[src/rtl/mvm_pkg.sv]
// mvm_pkg: shared definitions for the matrix-vector-multiply sequencer.
// Holds the FSM state encoding, the command opcodes and the fixed
// datapath latency (memory read + multiply register).
package mvm_pkg;

   typedef enum logic [3:0] {
      IDLE,
      LOAD_A,
      LOAD_X,
      CLR,
      MAC,
      DRAIN,
      WRITE_Y,
      WAIT_Y,
      OUT
   } state_t;

   localparam logic [1:0] OP_LOAD_A = 2'd0;
   localparam logic [1:0] OP_LOAD_X = 2'd1;
   localparam logic [1:0] OP_RUN    = 2'd2;
   localparam logic [1:0] OP_RSVD   = 2'd3;

   localparam int DP_LAT = 2;

endpackage

[src/rtl/mvm_seq_ctrl.sv]
// mvm_seq_ctrl: handshaked sequencer for the K-row matrix-vector-multiply
// engine. Loads A (row-major, K*K beats) and X (K beats), runs the K-cycle
// MAC across all rows, captures each row's sum into its Y memory and
// streams the K results out.
// Optional feature: define MVM_SEQ_ABORT_EN to add the `abort` input.
//
//   state   | meaning
//   --------+-----------------------------------------------------------
//   IDLE    | waiting for a command; only state with cmd_ready high
//   LOAD_A  | K*K A beats, beat n -> row n/K, column n%K
//   LOAD_X  | K X beats, address = cnt
//   CLR     | one cycle: clear accumulators, present address 0
//   MAC     | cnt 1..K-1 presented as A/X address
//   DRAIN   | DP_LAT+G cycles letting the last product reach add_r
//   WRITE_Y | one cycle: add_r holds the exact sum, capture into Y
//   WAIT_Y  | one cycle for the Y memory read-before-write latency
//   OUT     | K result beats on the out_valid/out_ready handshake
module mvm_seq_ctrl
   import mvm_pkg::*;
#(
   parameter int K     = 4,
   parameter int G     = 0,
   parameter int LOG_K = $clog2(K)
) (
   input  logic             clk,
   input  logic             reset,
`ifdef MVM_SEQ_ABORT_EN
   input  logic             abort,
`endif
   input  logic             cmd_valid,
   output logic             cmd_ready,
   input  logic [1:0]       cmd_op,
   input  logic             in_valid,
   output logic             in_ready,
   output logic [LOG_K-1:0] addr_x,
   output logic             wr_en_x,
   output logic [LOG_K-1:0] addr_a,
   output logic [K-1:0]     wr_en_a,
   output logic             clear_acc,
   output logic             wr_en_y,
   output logic [LOG_K-1:0] sel_y,
   output logic             out_valid,
   input  logic             out_ready,
   output logic             out_last,
   output logic             busy,
   output logic             done,
   output logic             err
);

   localparam int CW = $clog2(K*K);
   localparam logic [CW-1:0] K_CW           = CW'(K);
   localparam logic [CW-1:0] CNT_A_LAST     = CW'(K*K - 1);
   localparam logic [CW-1:0] CNT_K_LAST     = CW'(K - 1);
   localparam logic [CW-1:0] CNT_DRAIN_LAST = CW'(DP_LAT + G - 1);

   state_t        state_q, state_d;
   logic [CW-1:0] cnt_q, cnt_d;
   logic          a_ok_q, a_ok_d;
   logic          x_ok_q, x_ok_d;
   logic          err_q, err_d;
   logic          done_q, done_d;

   logic [LOG_K-1:0] cnt_lo;
   logic [LOG_K-1:0] a_row;
   logic [LOG_K-1:0] a_col;

   assign cnt_lo = LOG_K'(cnt_q);
   assign a_row  = LOG_K'(cnt_q / K_CW);
   assign a_col  = LOG_K'(cnt_q % K_CW);

   // Next-state, counter and operand-valid flag logic.
   always_comb begin
      state_d = state_q;
      cnt_d   = cnt_q;
      a_ok_d  = a_ok_q;
      x_ok_d  = x_ok_q;
      err_d   = 1'b0;
      done_d  = 1'b0;
      unique case (state_q)
         IDLE: begin
            if (cmd_valid) begin
               cnt_d = '0;
               case (cmd_op)
                  OP_LOAD_A: state_d = LOAD_A;
                  OP_LOAD_X: state_d = LOAD_X;
                  OP_RUN: begin
                     if (a_ok_q && x_ok_q) state_d = CLR;
                     else                  err_d   = 1'b1;
                  end
                  default: err_d = 1'b1;
               endcase
            end
         end
         LOAD_A: begin
            if (in_valid) begin
               if (cnt_q == CNT_A_LAST) begin
                  a_ok_d  = 1'b1;
                  state_d = IDLE;
                  cnt_d   = '0;
               end else begin
                  cnt_d = cnt_q + 1'b1;
               end
            end
         end
         LOAD_X: begin
            if (in_valid) begin
               if (cnt_q == CNT_K_LAST) begin
                  x_ok_d  = 1'b1;
                  state_d = IDLE;
                  cnt_d   = '0;
               end else begin
                  cnt_d = cnt_q + 1'b1;
               end
            end
         end
         CLR: begin
            // Address 0 was presented in CLR, so MAC starts at 1.
            state_d = MAC;
            cnt_d   = CW'(1);
         end
         MAC: begin
            if (cnt_q == CNT_K_LAST) begin
               state_d = DRAIN;
               cnt_d   = '0;
            end else begin
               cnt_d = cnt_q + 1'b1;
            end
         end
         DRAIN: begin
            if (cnt_q == CNT_DRAIN_LAST) begin
               state_d = WRITE_Y;
               cnt_d   = '0;
            end else begin
               cnt_d = cnt_q + 1'b1;
            end
         end
         WRITE_Y: begin
            state_d = WAIT_Y;
            cnt_d   = '0;
         end
         WAIT_Y: begin
            state_d = OUT;
            cnt_d   = '0;
         end
         OUT: begin
            if (out_ready) begin
               if (cnt_q == CNT_K_LAST) begin
                  done_d  = 1'b1;
                  state_d = IDLE;
                  cnt_d   = '0;
               end else begin
                  cnt_d = cnt_q + 1'b1;
               end
            end
         end
         default: begin
            state_d = IDLE;
            cnt_d   = '0;
         end
      endcase
`ifdef MVM_SEQ_ABORT_EN
      // A partially loaded operand is no longer trustworthy; a run in
      // progress leaves both operands intact.
      if (abort) begin
         state_d = IDLE;
         cnt_d   = '0;
         err_d   = 1'b0;
         done_d  = 1'b0;
         if (state_q == LOAD_A) a_ok_d = 1'b0;
         if (state_q == LOAD_X) x_ok_d = 1'b0;
      end
`endif
   end

   // State, counter and pulse registers.
   always_ff @(posedge clk or posedge reset) begin
      if (reset) begin
         state_q <= IDLE;
         cnt_q   <= '0;
         a_ok_q  <= 1'b0;
         x_ok_q  <= 1'b0;
         err_q   <= 1'b0;
         done_q  <= 1'b0;
      end else begin
         state_q <= state_d;
         cnt_q   <= cnt_d;
         a_ok_q  <= a_ok_d;
         x_ok_q  <= x_ok_d;
         err_q   <= err_d;
         done_q  <= done_d;
      end
   end

   // Output decode from registered state, counter and in_valid.
   always_comb begin
      cmd_ready = (state_q == IDLE);
`ifdef MVM_SEQ_ABORT_EN
      cmd_ready = (state_q == IDLE) && !abort;
`endif
      busy      = (state_q != IDLE);
      in_ready  = 1'b0;
      addr_x    = '0;
      wr_en_x   = 1'b0;
      addr_a    = '0;
      wr_en_a   = '0;
      clear_acc = 1'b0;
      wr_en_y   = 1'b0;
      sel_y     = '0;
      out_valid = 1'b0;
      out_last  = 1'b0;
      err       = err_q;
      done      = done_q;
      unique case (state_q)
         LOAD_A: begin
            in_ready = 1'b1;
            addr_a   = a_col;
            wr_en_a  = K'(in_valid) << a_row;
         end
         LOAD_X: begin
            in_ready = 1'b1;
            addr_x   = cnt_lo;
            wr_en_x  = in_valid;
         end
         CLR: begin
            clear_acc = 1'b1;
         end
         MAC: begin
            addr_x = cnt_lo;
            addr_a = cnt_lo;
         end
         WRITE_Y: begin
            wr_en_y = 1'b1;
         end
         OUT: begin
            sel_y     = cnt_lo;
            out_valid = 1'b1;
            out_last  = (cnt_q == CNT_K_LAST);
         end
         default: begin
         end
      endcase
   end

endmodule

[config.mk]
export PLATFORM = sky130hd
export DESIGN_NAME = mvm_seq_ctrl
export DESIGN_NICKNAME = d
export VERILOG_FILES = /design/src/rtl/mvm_pkg.sv /design/src/rtl/mvm_seq_ctrl.sv
export SDC_FILE = /design/constraint.sdc
export NUM_CORES = 1
export LEC_CHECK = 0
export ABC_AREA = 1
export CAP_MARGIN = 20
export CORE_UTILIZATION = 42
export CTS_BUF_LIST = sky130_fd_sc_hd__clkbuf_16
export DETAILED_ROUTE_END_ITERATION = 12
export PLACE_DENSITY = 0.71
export SLEW_MARGIN = 20
export SYNTH_ARGS = -nofsm -noshare
export SYNTH_HDL_FRONTEND = slang
export SYNTH_SLANG_ARGS = --single-unit
[constraint.sdc]
create_clock -name clk -period 1.9 [get_ports clk]
set_clock_uncertainty 0.2 [all_clocks]
set_input_delay 0.475 -clock clk [delete_from_list [all_inputs] [get_ports clk]]
set_output_delay 0.475 -clock clk [all_outputs]
set_load 0.02 [all_outputs]
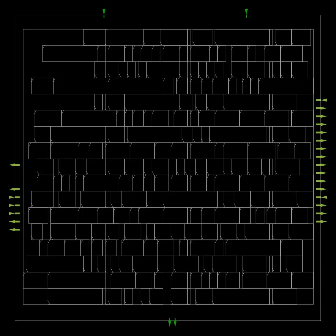
(run_1/placed.png)
number of fillers in the final layout: 119
Well-Tap Cells: 28

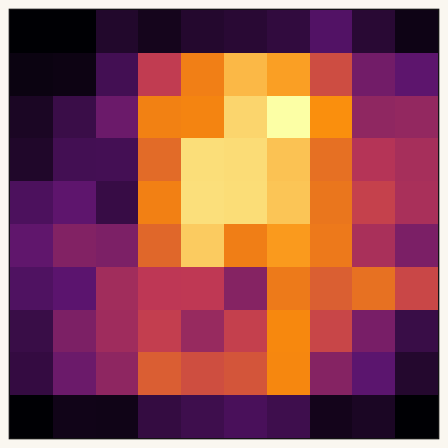
(run_1/route_heat.png)
The die is cut into 10 by 10 equal tiles; black is low, pale yellow is high, scaled to the fullest tile. Values are wire area over tile area, all layers added.
The mean over all tiles is 0.25. The densest ninth of the die: center. The fullest tile reaches 0.62. 4.0% of the tiles are nearly empty. The emptiest ninth of the die: north-west.
average wire per cell in the routed design: 16.0 microns
total global-route track usage: 30.1%
vias after detailed routing: 1,364
total wire length: 4040 microns

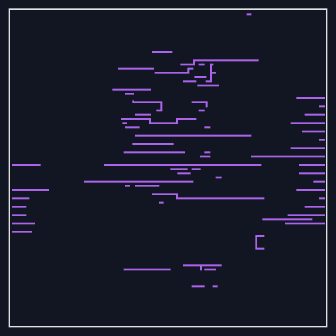
(run_1/m3.png)
52 nets have wire on it. The wires run mostly horizontal.
met3 Track Usage GR: 3.87%

==> CHANGELOG.md, run 1 <==
### Metrics

- Status: finished with violations
- Failing checks: setup timing
- Share of the cycle needed by the critical path after routing: 111%
- Number of antenna violations at the first check in global routing: 0
- Relative slew slack: roughly 66%
- Internal portion of total power: 1.63 mW
- Clock tree from TritonCTS: done
- Floorplan row count: 17
- CTS buffer count: 3
- Warnings, synthesis: 0
- Die width: between 50 and 60 microns
- Yosys aoi share: roughly 8%
- Required time of the critical path: about 1.2 ns
- Most used routing layer in global routing: met2
- Worst voltage drop across the vdd grid: between 0.001 and 0.0015 V
- Setup crit end: wr_en_a[1]
- Root cell of the clock tree: clkbuf_16
- Fraction of power spent switching nets: between 40% and 50%
- Number of logic stages on the critical path including buffering: 4
- Type of the worst setup path: reg2out
- Number of cells in the yosys synthesis report: 146
- Hold path endpoint: x_ok_q
- Clock group share of total power: about an eighth
- Fin worst setup slack: -0.209 ns
- Critical register-to-register path endpoint: state_q[1]
- Worst Hold Class: reg2reg
- Pin count of the biggest net entering global routing: 13
- Cell depth of the worst hold path: 1
- Final count of hold timing violations: 0
- Floorplan core density: a little under half
- Xor and xnor fraction of the mapped netlist area: 1.71%
- Area taken by flip-flops and latches: between 300 and 400 sq um
- Max stage delay cell, worst path: dfrtp_2
- Non-clock inverter total of the final layout: 21
- Count of instances resized after the clock tree is built: 122
- Min Tclk post-route: ~2.1 ns
- Synth top cells by count: nand2_1, inv_1, nand3_1
- Combinational fraction of the cell area: around 41%
- DIE HEIGHT: just over 50 microns
- Simple-gate area share of the yosys netlist: between 40% and 50%
- Yosys adder share: under 10%
- Number of failing setup endpoints in the final timing report: 17
- Ratio of routed vias to standard cells: 5.41
==> run_1/port_trees.png <==
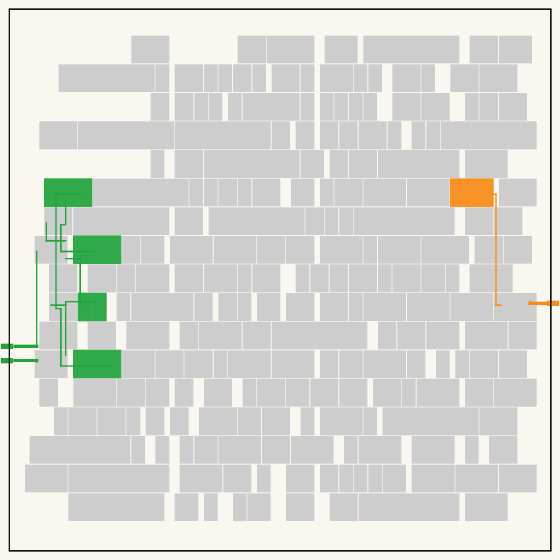

==> run 1 -> run 2 <==
- CORE_ASPECT_RATIO: not set -> 1.1
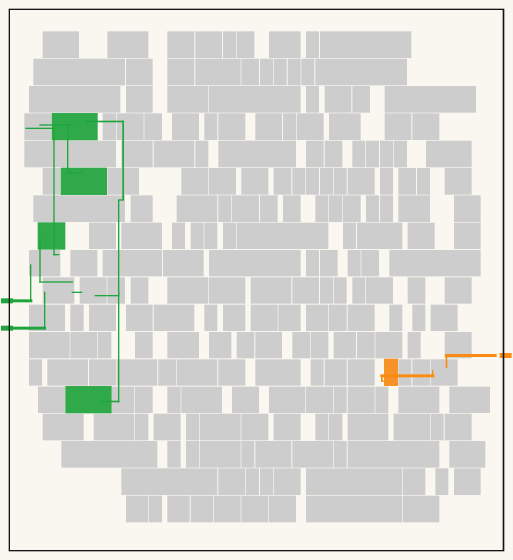
(run_2/port_trees.png)
Key: green = `cmd_op` [bits 2, direction input, end cells 5, buffers 4, wire 82.3 microns]; orange = `out_last` [bits 1, direction output, end cells 1, buffers 1, wire 12.6 microns]
number of buffers added on ports: 26
I/O pin count: 27

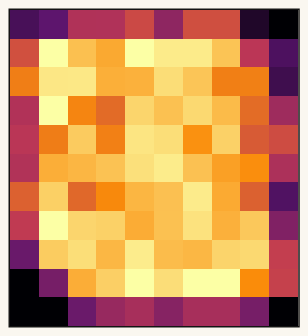
(run_2/util_map.png)
The die is cut into 10 by 11 equal tiles; black is low, pale yellow is high, 0 to 100% covered.
53% of the tiles are over 75% full. The densest ninth of the die: center. The fullest tile reaches 100%. 4.5% of the tiles are nearly empty. The mean over all tiles is 68%.

==> run 2 against run 1 <==
The run still ends with setup timing left. Final area down 4.3%. Setup slack improved by 0.061 ns. Clock power hardly changed. Worst hold slack worse by 0.0064 ns. Critical path type unchanged. Highest routed layer unchanged.
==> CHANGELOG.md, run 2 <==
### Metrics

- Status: finished with violations
- Failing checks: setup timing
- Area taken by flip-flops and latches: 305 sq um (unchanged)
- Non-clock inverter total of the final layout: 21 (unchanged)
- Share of the cycle needed by the critical path after routing: 108% (-3.2 points)
- Worst-case hold slack: around 0.26 ns
- Die width: 49.1 microns (-4.5%)
- Clock-cell share: around 4.3%
- Synthesis area per yosys: roughly 0.001 sq mm
- Critical register-to-register path endpoint: cnt_q[1]
- Most used routing layer in global routing: met2
- Clock tree from TritonCTS: done
- Worst Hold Class: reg2reg
- Combinational fraction of the cell area: 40.4% (-0.70 points)
- Cell depth of the worst hold path: 1 (unchanged)
- Average wire per cell in the routed design: 14.4 microns (-10%)
- Floorplan core density: 45.0% (-0.40 points)
- CTS buffer count: 3 (unchanged)
- Post-CTS setup repair buffer count: 4
- Required time of the critical path: 1.22 ns (about the same)
- Relative slew slack: 66.5% (+0.22 points)
- Ratio of routed vias to standard cells: 5.24 (-3.3%)
- Simple-gate area share of the yosys netlist: 44.6% (unchanged)
- Number of logic stages on the critical path including buffering: 5 (+1)
- Clock group share of total power: 13.3% (+0.5 points)
- Number of antenna violations at the first check in global routing: 0 (unchanged)
- Die footprint: 0.00264 sq mm
- DIE HEIGHT: 53.8 microns (+4.7%)
- Worst voltage drop across the vdd grid: 0.00139 V (+5.2%)
- Routed met3 length: 138 microns
- Xor and xnor fraction of the mapped netlist area: 1.71% (unchanged)
- Setup crit end: in_ready
- Met3 Track Usage GR: 4.80% (+0.93 points)
- Number of fillers in the final layout: 165 (+39%)
- RSZ-0062 raised after global routing: true
- Warnings, synthesis: 0 (unchanged)
- Yosys adder share: 7.33% (unchanged)
- Floorplan row count: 18 (+1)
- Synthesis-to-layout area growth: 79.0%
- Root cell of the clock tree: clkbuf_16
- Synth top cells by count: nand2_1, inv_1, nand3_1
- Fin worst setup slack: -0.148 ns (+0.0609 ns)
- Max stage delay cell, worst path: dfrtp_2
- Number of failing setup endpoints in the final timing report: 17 (unchanged)
- Well-Tap Cells: 30 (+7.1%)
- Yosys aoi share: 8.19% (unchanged)
- Total wire length: 3610 microns (-11%)
- Internal portion of total power: 1.61 mW (-1.1%)
- Count of instances resized after the clock tree is built: 109 (-11%)
- Hold buffer count at CTS: 0
- Fraction of power spent switching nets: 46.6% (-1.4 points)
- Final count of hold timing violations: 0 (unchanged)
- Post-synth area hogs: dfrtp_1, nand2_1, nand3_1, ha_1, inv_1
- Number of cells in the yosys synthesis report: 146 (unchanged)
- Total global-route track usage: 28.9% (-1.2 points)
- Type of the worst setup path: reg2out
- Pin count of the biggest net entering global routing: 13 (unchanged)
- Vias after detailed routing: 1,314 (-3.7%)
- Cell family contributing the most delay on the critical path: flip-flops
No activity file was given, so power comes from the tool's default toggle rates.
